`src/rtl/dotp_pkg.sv`:
```
// Shared types and defaults for the streaming int8 dot-product engine.
package dotp_pkg;
  localparam int DOTP_LANES = 8;
  localparam int DOTP_DW    = 8;
  localparam int DOTP_ACCW  = 32;
  localparam int DOTP_LENW  = 16;

  typedef enum logic [1:0] {
    S_IDLE   = 2'd0,
    S_LOAD   = 2'd1,
    S_REDUCE = 2'd2,
    S_OUT    = 2'd3
  } state_t;

  // ceil(n / 2**lg), without widening n past the length field.
  function automatic logic [DOTP_LENW-1:0] beat_count(input logic [DOTP_LENW-1:0] n,
                                                      input int unsigned lg);
    logic [DOTP_LENW-1:0] tail;
    tail = DOTP_LENW'((32'd1 << lg) - 32'd1);
    return (n >> lg) + {{(DOTP_LENW-1){1'b0}}, |(n & tail)};
  endfunction
endpackage

```
`src/rtl/dotp_stream_if.sv`:
```
// Job control, operand stream and result handshake of dotp_stream.
interface dotp_stream_if import dotp_pkg::*; #(
  parameter int LANES = DOTP_LANES,
  parameter int DW    = DOTP_DW,
  parameter int ACCW  = DOTP_ACCW,
  parameter int LENW  = DOTP_LENW
);
  logic                   start;
  logic [LENW-1:0]        len;
  logic signed [DW:0]     a_zp;
  logic signed [DW:0]     b_zp;
  logic                   in_valid;
  logic                   in_ready;
  logic [LANES*DW-1:0]    in_a;
  logic [LANES*DW-1:0]    in_b;
  logic                   out_valid;
  logic                   out_ready;
  logic [ACCW-1:0]        out_data;
  logic                   busy;

  modport master (
    output start, len, a_zp, b_zp, in_valid, in_a, in_b, out_ready,
    input  in_ready, out_valid, out_data, busy
  );

  modport slave (
    input  start, len, a_zp, b_zp, in_valid, in_a, in_b, out_ready,
    output in_ready, out_valid, out_data, busy
  );
endinterface

```
`src/rtl/dotp_lane_mac.sv`:
```
// One lane: zero-point subtract, signed multiply and wrapping accumulator.
module dotp_lane_mac import dotp_pkg::*; #(
  parameter int DW   = DOTP_DW,
  parameter int ACCW = DOTP_ACCW
) (
  input  logic                   clk,
  input  logic                   resetn,
  input  logic                   clr,
  input  logic                   en,
  input  logic                   mask,
  input  logic signed [DW-1:0]   a,
  input  logic signed [DW-1:0]   b,
  input  logic signed [DW:0]     a_zp,
  input  logic signed [DW:0]     b_zp,
  output logic signed [ACCW-1:0] acc
);
  localparam int PW = 2*DW + 2;

  logic signed [DW:0]   da;
  logic signed [DW:0]   db;
  logic signed [PW-1:0] prod;

  assign da   = {a[DW-1], a} - a_zp;
  assign db   = {b[DW-1], b} - b_zp;
  assign prod = da * db;

  always_ff @(posedge clk) begin
    if (!resetn || clr) begin
      acc <= '0;
    end else if (en && !mask) begin
      acc <= acc + {{(ACCW-PW){prod[PW-1]}}, prod};
    end
  end
endmodule

```
`src/rtl/dotp_stream.sv`:
```
// Streaming int8 dot product: runtime length, LANES-wide beats, zero points, tail masking.
//   state    | meaning
//   S_IDLE   | accumulators and beat counter cleared, waiting for start
//   S_LOAD   | in_ready high, accumulating beats until the last one
//   S_REDUCE | one cycle, lane accumulators summed into out_data
//   S_OUT    | out_valid high, result held until out_ready
module dotp_stream import dotp_pkg::*; #(
  parameter int LANES = DOTP_LANES,
  parameter int DW    = DOTP_DW,
  parameter int ACCW  = DOTP_ACCW,
  parameter int LENW  = DOTP_LENW
) (
  input  logic         clk,
  input  logic         resetn,
  dotp_stream_if.slave bus
);
  localparam int LG = $clog2(LANES);

  state_t                 state, state_nx;
  logic [LENW-1:0]        cnt;
  logic [LENW-1:0]        beats_r;
  logic [LG-1:0]          rem_r;
  logic signed [DW:0]     azp_r;
  logic signed [DW:0]     bzp_r;
  logic                   clr;
  logic                   fire;
  logic                   last_beat;
  logic [LANES-1:0]       mask;
  logic signed [ACCW-1:0] acc [LANES];
  logic signed [ACCW-1:0] sum;
  logic [ACCW-1:0]        out_q;

  assign last_beat = (cnt == beats_r - LENW'(1));

  always_comb begin
    state_nx = state;
    clr      = 1'b0;
    fire     = 1'b0;
    case (state)
      S_IDLE: begin
        clr = 1'b1;
        if (bus.start) state_nx = (bus.len != '0) ? S_LOAD : S_REDUCE;
      end
      S_LOAD: begin
        fire = bus.in_valid;
        if (fire && last_beat) state_nx = S_REDUCE;
      end
      S_REDUCE: state_nx = S_OUT;
      S_OUT:    if (bus.out_ready) state_nx = S_IDLE;
      default:  state_nx = S_IDLE;
    endcase
  end

  always_ff @(posedge clk) begin
    if (!resetn) begin
      state   <= S_IDLE;
      cnt     <= '0;
      beats_r <= '0;
      rem_r   <= '0;
      azp_r   <= '0;
      bzp_r   <= '0;
      out_q   <= '0;
    end else begin
      state <= state_nx;
      if (state == S_IDLE) begin
        cnt <= '0;
        if (bus.start) begin
          beats_r <= beat_count(bus.len, LG);
          rem_r   <= bus.len[LG-1:0];
          azp_r   <= bus.a_zp;
          bzp_r   <= bus.b_zp;
        end
      end
      if (fire) cnt <= cnt + LENW'(1);
      if (state == S_REDUCE) out_q <= sum;
    end
  end

  // On the last beat only lanes below len mod LANES are live; rem 0 means a full beat.
  for (genvar i = 0; i < LANES; i++) begin : g_lane
    assign mask[i] = last_beat && (rem_r != '0) && (LG'(i) >= rem_r);

    dotp_lane_mac #(.DW(DW), .ACCW(ACCW)) u_mac (
      .clk    (clk),
      .resetn (resetn),
      .clr    (clr),
      .en     (fire),
      .mask   (mask[i]),
      .a      (bus.in_a[i*DW +: DW]),
      .b      (bus.in_b[i*DW +: DW]),
      .a_zp   (azp_r),
      .b_zp   (bzp_r),
      .acc    (acc[i])
    );
  end

  always_comb begin
    sum = '0;
    for (int i = 0; i < LANES; i++) sum = sum + acc[i];
  end

  assign bus.in_ready  = (state == S_LOAD);
  assign bus.out_valid = (state == S_OUT);
  assign bus.busy      = (state != S_IDLE);
  assign bus.out_data  = out_q;
endmodule

```
`src/flat_wrapper.sv`:
```
// flat-port wrapper written by rule: the top's interface ports become plain ports
module dotp_stream_flat import dotp_pkg::*;
#(
  parameter int LANES = DOTP_LANES,
  parameter int DW    = DOTP_DW,
  parameter int ACCW  = DOTP_ACCW,
  parameter int LENW  = DOTP_LENW
)
  (clk, resetn, bus_start, bus_len, bus_a_zp, bus_b_zp, bus_in_valid, bus_in_a, bus_in_b, bus_out_ready, bus_in_ready, bus_out_valid, bus_out_data, bus_busy);
  dotp_stream_if #(.LANES(LANES), .DW(DW), .ACCW(ACCW), .LENW(LENW)) bus_i ();
  input  logic clk;
  input  logic resetn;
  input wire logic [$bits(bus_i.start)-1:0] bus_start;
  input wire logic [$bits(bus_i.len)-1:0] bus_len;
  input wire logic [$bits(bus_i.a_zp)-1:0] bus_a_zp;
  input wire logic [$bits(bus_i.b_zp)-1:0] bus_b_zp;
  input wire logic [$bits(bus_i.in_valid)-1:0] bus_in_valid;
  input wire logic [$bits(bus_i.in_a)-1:0] bus_in_a;
  input wire logic [$bits(bus_i.in_b)-1:0] bus_in_b;
  input wire logic [$bits(bus_i.out_ready)-1:0] bus_out_ready;
  output wire logic [$bits(bus_i.in_ready)-1:0] bus_in_ready;
  output wire logic [$bits(bus_i.out_valid)-1:0] bus_out_valid;
  output wire logic [$bits(bus_i.out_data)-1:0] bus_out_data;
  output wire logic [$bits(bus_i.busy)-1:0] bus_busy;
  assign bus_i.start = bus_start;
  assign bus_i.len = bus_len;
  assign bus_i.a_zp = bus_a_zp;
  assign bus_i.b_zp = bus_b_zp;
  assign bus_i.in_valid = bus_in_valid;
  assign bus_i.in_a = bus_in_a;
  assign bus_i.in_b = bus_in_b;
  assign bus_i.out_ready = bus_out_ready;
  assign bus_in_ready = bus_i.in_ready;
  assign bus_out_valid = bus_i.out_valid;
  assign bus_out_data = bus_i.out_data;
  assign bus_busy = bus_i.busy;
  dotp_stream #(.LANES(LANES), .DW(DW), .ACCW(ACCW), .LENW(LENW)) u_core (.clk(clk), .resetn(resetn), .bus(bus_i));
endmodule
```
`config.mk`:
```
export PLATFORM = sky130hd
export DESIGN_NAME = dotp_stream_flat
export DESIGN_NICKNAME = d
export VERILOG_FILES = /design/src/rtl/dotp_pkg.sv /design/src/rtl/dotp_stream_if.sv /design/src/rtl/dotp_lane_mac.sv /design/src/rtl/dotp_stream.sv /design/src/flat_wrapper.sv
export SDC_FILE = /design/constraint.sdc
export NUM_CORES = 2
export LEC_CHECK = 0
export ABC_AREA = 1
export CAP_MARGIN = 20
export CORE_MARGIN = 4
export CORE_UTILIZATION = 59
export CTS_CLUSTER_SIZE = 8
export DETAILED_ROUTE_END_ITERATION = 10
export PLACE_DENSITY = 0.79
export SLEW_MARGIN = 10
export SYNTH_ARGS = -nofsm -noshare
export SYNTH_HDL_FRONTEND = slang
export SYNTH_SLANG_ARGS = --single-unit
```
`constraint.sdc`:
```
create_clock -name clk -period 15.5 [get_ports clk]
set_clock_uncertainty 0.2 [all_clocks]
set_input_delay 3.1 -clock clk [delete_from_list [all_inputs] [get_ports clk]]
set_output_delay 3.1 -clock clk [all_outputs]
set_load 0.1 [all_outputs]
```
Fig. 1: sequential cells coloured by netlist name
The bar under the picture is 100 um long. Other sequential cells in the stronger grey, the rest of the logic in the fainter grey.
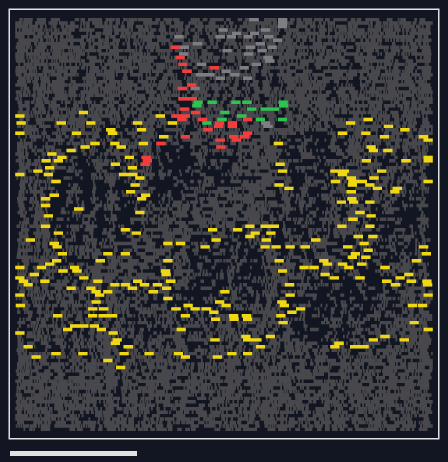
Yellow marks u_core.g_lane.u_mac.acc, placed flops 256. Red marks u_core.bus.out_data, placed flops 32, where north. Green marks u_core.cnt, placed flops 16, where north.
Another 37 sequential cells are not coloured.
flip-flop and latch area: 6830 um^2
utilization after layout: 0.644
fraction of standard cell area that is sequential: 0.0985

Fig. 2: routing congestion map
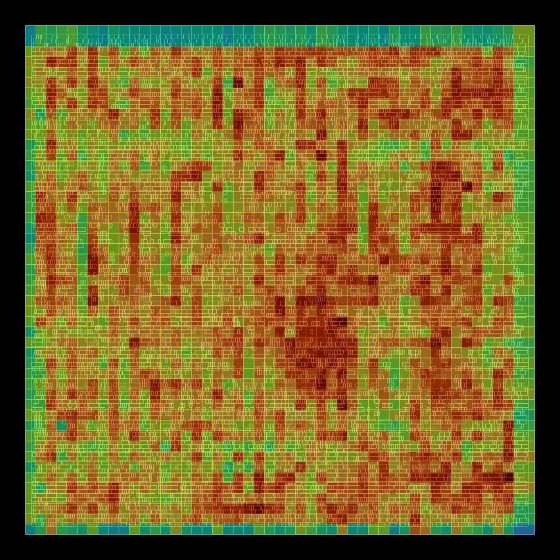
GRT busiest layer: met2
GRT Total Usage: 0.354
met3 capacity usage during global routing: 0.0553
Avg WL per Cell: 18.9 um
GRT met1 Usage: 0.468

==> results.txt <==
The synthesis and PnR run went through. The later pin in the worst-skew pair is clocked with a latency of about 610 ps. After clock tree synthesis, the flow added hold-fix buffers numbering 0. Of the synthesized area, sequential elements account for 0.106. Count of library flops with an enable pin landed at 0. The worst setup path is of the primary input to flip-flop kind.

According to the floorplan report, the total die area is roughly 110000 um^2. Clock slew seen by the registers of the worst setup and hold paths landed at ~50 ps. Number of max-capacitance violations reported landed at 0. The critical path's slowest stage uses the library cell xor2_1.

Estimated wirelength of the detail-placed design landed at 172000 um. The DRC violation total left in the routed layout is recorded as 0. Looking at area per cell type in the netlist, the leader is fa_1. Per the log, the first TritonRoute iteration ended with a DRC count of approximately 4400.

Per the OpenROAD floorplan log, the height of the die is about 340 um. The count of cells in the finished layout, fillers not included, comes to roughly 11000. Per the synthesis report, the XOR/XNOR share of the synthesized area is 0.0575. The via count of the first global-routing pass is 58100. The timing report attributes the biggest portion of critical-path delay to adder cells.

Endpoints failing hold in the final report were tallied at 0. Peak per-stage delay on the critical path landed at approximately 700 ps. Worst slew margin relative to its limit landed at 0.257. After synthesis, the mean cell area works out to between 7 and 8 um^2. Ranked by total cell area, the synthesized netlist is headed by fa_1, ha_1, inv_1.

The tightest min-delay check is of the flip-flop to flip-flop type. The core region is 108000 um^2.

OpenROAD warning count landed at 37. During I/O placement, the number of pins put on the boundary was around 200. The run finished with clean final reports. The stat command in Yosys gives a chip area of roughly 64000 um^2.

Number of antenna violations at the first check in global routing landed at 0. The final report gives the standard cell area, fillers excluded, as about 69000 um^2. Max-slew violation total from the final report landed at 0. Per the timing report, the most critical flop-to-flop path finishes at u_core.g_lane[4].u_mac.acc[31]. Port buffering added between 200 and 250 buffers.

TritonCTS built the clock tree. Total grt overflow landed at 0. The worst setup path is launched from a primary input. Among the non-sequential cells, adder cells take the most area. Row generation in the floorplan step produced roughly 120 rows.

Yosys stat cell total landed at 9135. Final-stage net count landed at around 11000. Setup slack of the worst register-to-register path landed at around 6000 ps. The post-route report lists met1 wire length as roughly 85000 um. Depth of the CTS H-tree landed at 2.

STA classifies the critical path endpoint as a flip-flop. Portion of the clock cycle consumed by the worst path in the final layout landed at 0.762. Adding up every negative setup slack in the final design gives 0 ps. Mux contribution to synthesized area landed at 0.

Floorplan net count landed at 10800. For this run, the detailed router's first-pass iteration total came to 6. Measured slew at the worst slew-check pin landed at approximately 1100 ps. Instance count on the critical path landed at 38.

Of the total synthesized cell area, the portion taken by full adders, half adders and majority gates is 0.382. Critical path arrival landed at roughly 12000 ps. Counting the buffers created by CTS gives around 50. Of the post-synthesis cell area, the dominant cell type holds 0.241. After synthesis the cells add up to ~64000 um^2. Number of cells produced by synthesis landed at 9135. The report shows a maximum critical-path fanout of 14.

By count the netlist is led by inv_1, nand2_1, nor2_1. Number of endpoints failing setup at the final stage landed at 0. The smallest clock period supported by the final layout is computed as about 12000 ps.
Fig. 3: M1 wires
The bar under the picture is 100 um long. Supply wires on this layer in grey. Cells faint in the background.
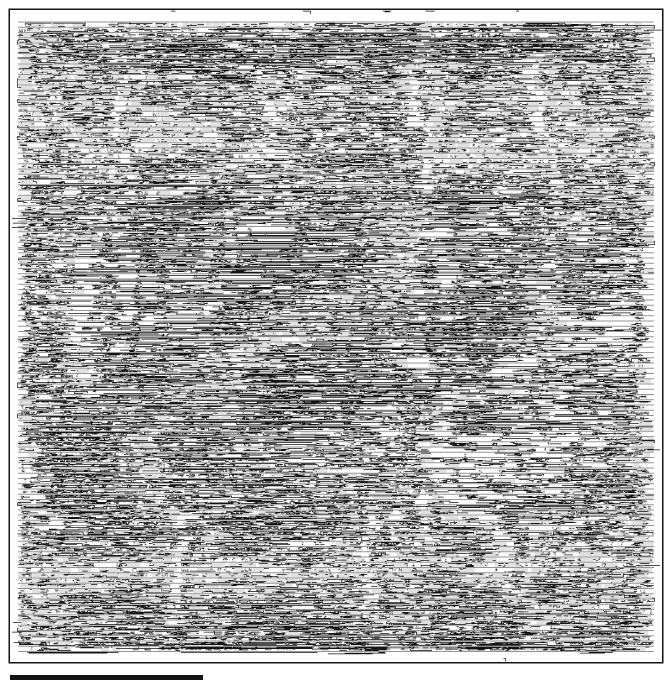
The wires run mostly horizontal. 10482 nets have wire on it. The layer carries 85.1 mm of wire. The layer holds 42% of the routed length. The longest straight run is 155 um.
vias post-DR: 59400
detailed-route wire length: 203000 um

Fig. 4: metal layers overlaid
Two of the layers only.
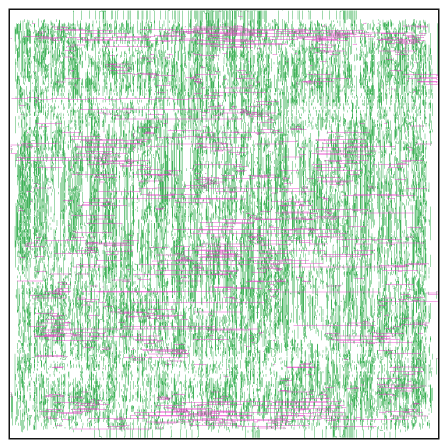
Green marks M2, wire length 91.1 mm. Magenta marks M3, wire length 14800 um.

[per-stage QoR]
stage	util	hold WS (ps)	setup WS (ps)
2_1_floorplan	-	255	4900
3_3_place_gp	0.630	289	3320
3_5_place_dp	0.630	295	3230
4_1_cts	0.644	303	3820
5_1_grt	0.644	317	3050
6_report	0.644	295	3690
[area by class of cell]
cell class              instances  area share
multi-input cells            6833       0.721
inverters                    1844      0.0999
flip-flops and latches        341      0.0985
repair buffers                247      0.0341
well taps                    1403      0.0253
clock buffers                  61      0.0204
diodes                          5    0.000181
clock inverters                 1    0.000108
[cell usage in the layout, fill, tap and decap left out, drive strengths merged, types with 3 or more instances in the layout]
master         netlist  layout
inv               1844    1843
nand2             1820    1820
nor2              1283    1283
fa                 775     775
ha                 720     720
a21oi              594     594
nand3              373     373
o21ai              362     362
dfxtp              341     341
xor2               243     243
clkdlybuf4s50        0     201
xnor2              179     179
or2                 77      77
nand4               69      69
clkbuf              70      61
nor3                55      55
o21bai              54      54
a21o                50      50
buf                 47      46
nand3b              31      31
a31oi               30      30
o21a                18      18
a21boi              17      17
o211ai              16      16
nor4                14      14
o221ai               9       9
a211oi               8       8
diode                0       5
o211a                4       4
and2                 4       4
and3                 4       4
a31o                 4       4
o2111ai              3       3
nor3b                3       3
[sequential cells by signal, indices dropped and copies added, names as in the netlist]
signal / cells
u_core.azp_r: 9
u_core.beats_r: 14
u_core.bus.out_data: 32
u_core.bzp_r: 9
u_core.cnt: 16
u_core.g_lane.u_mac.acc: 256
u_core.rem_r: 3
u_core.state: 2
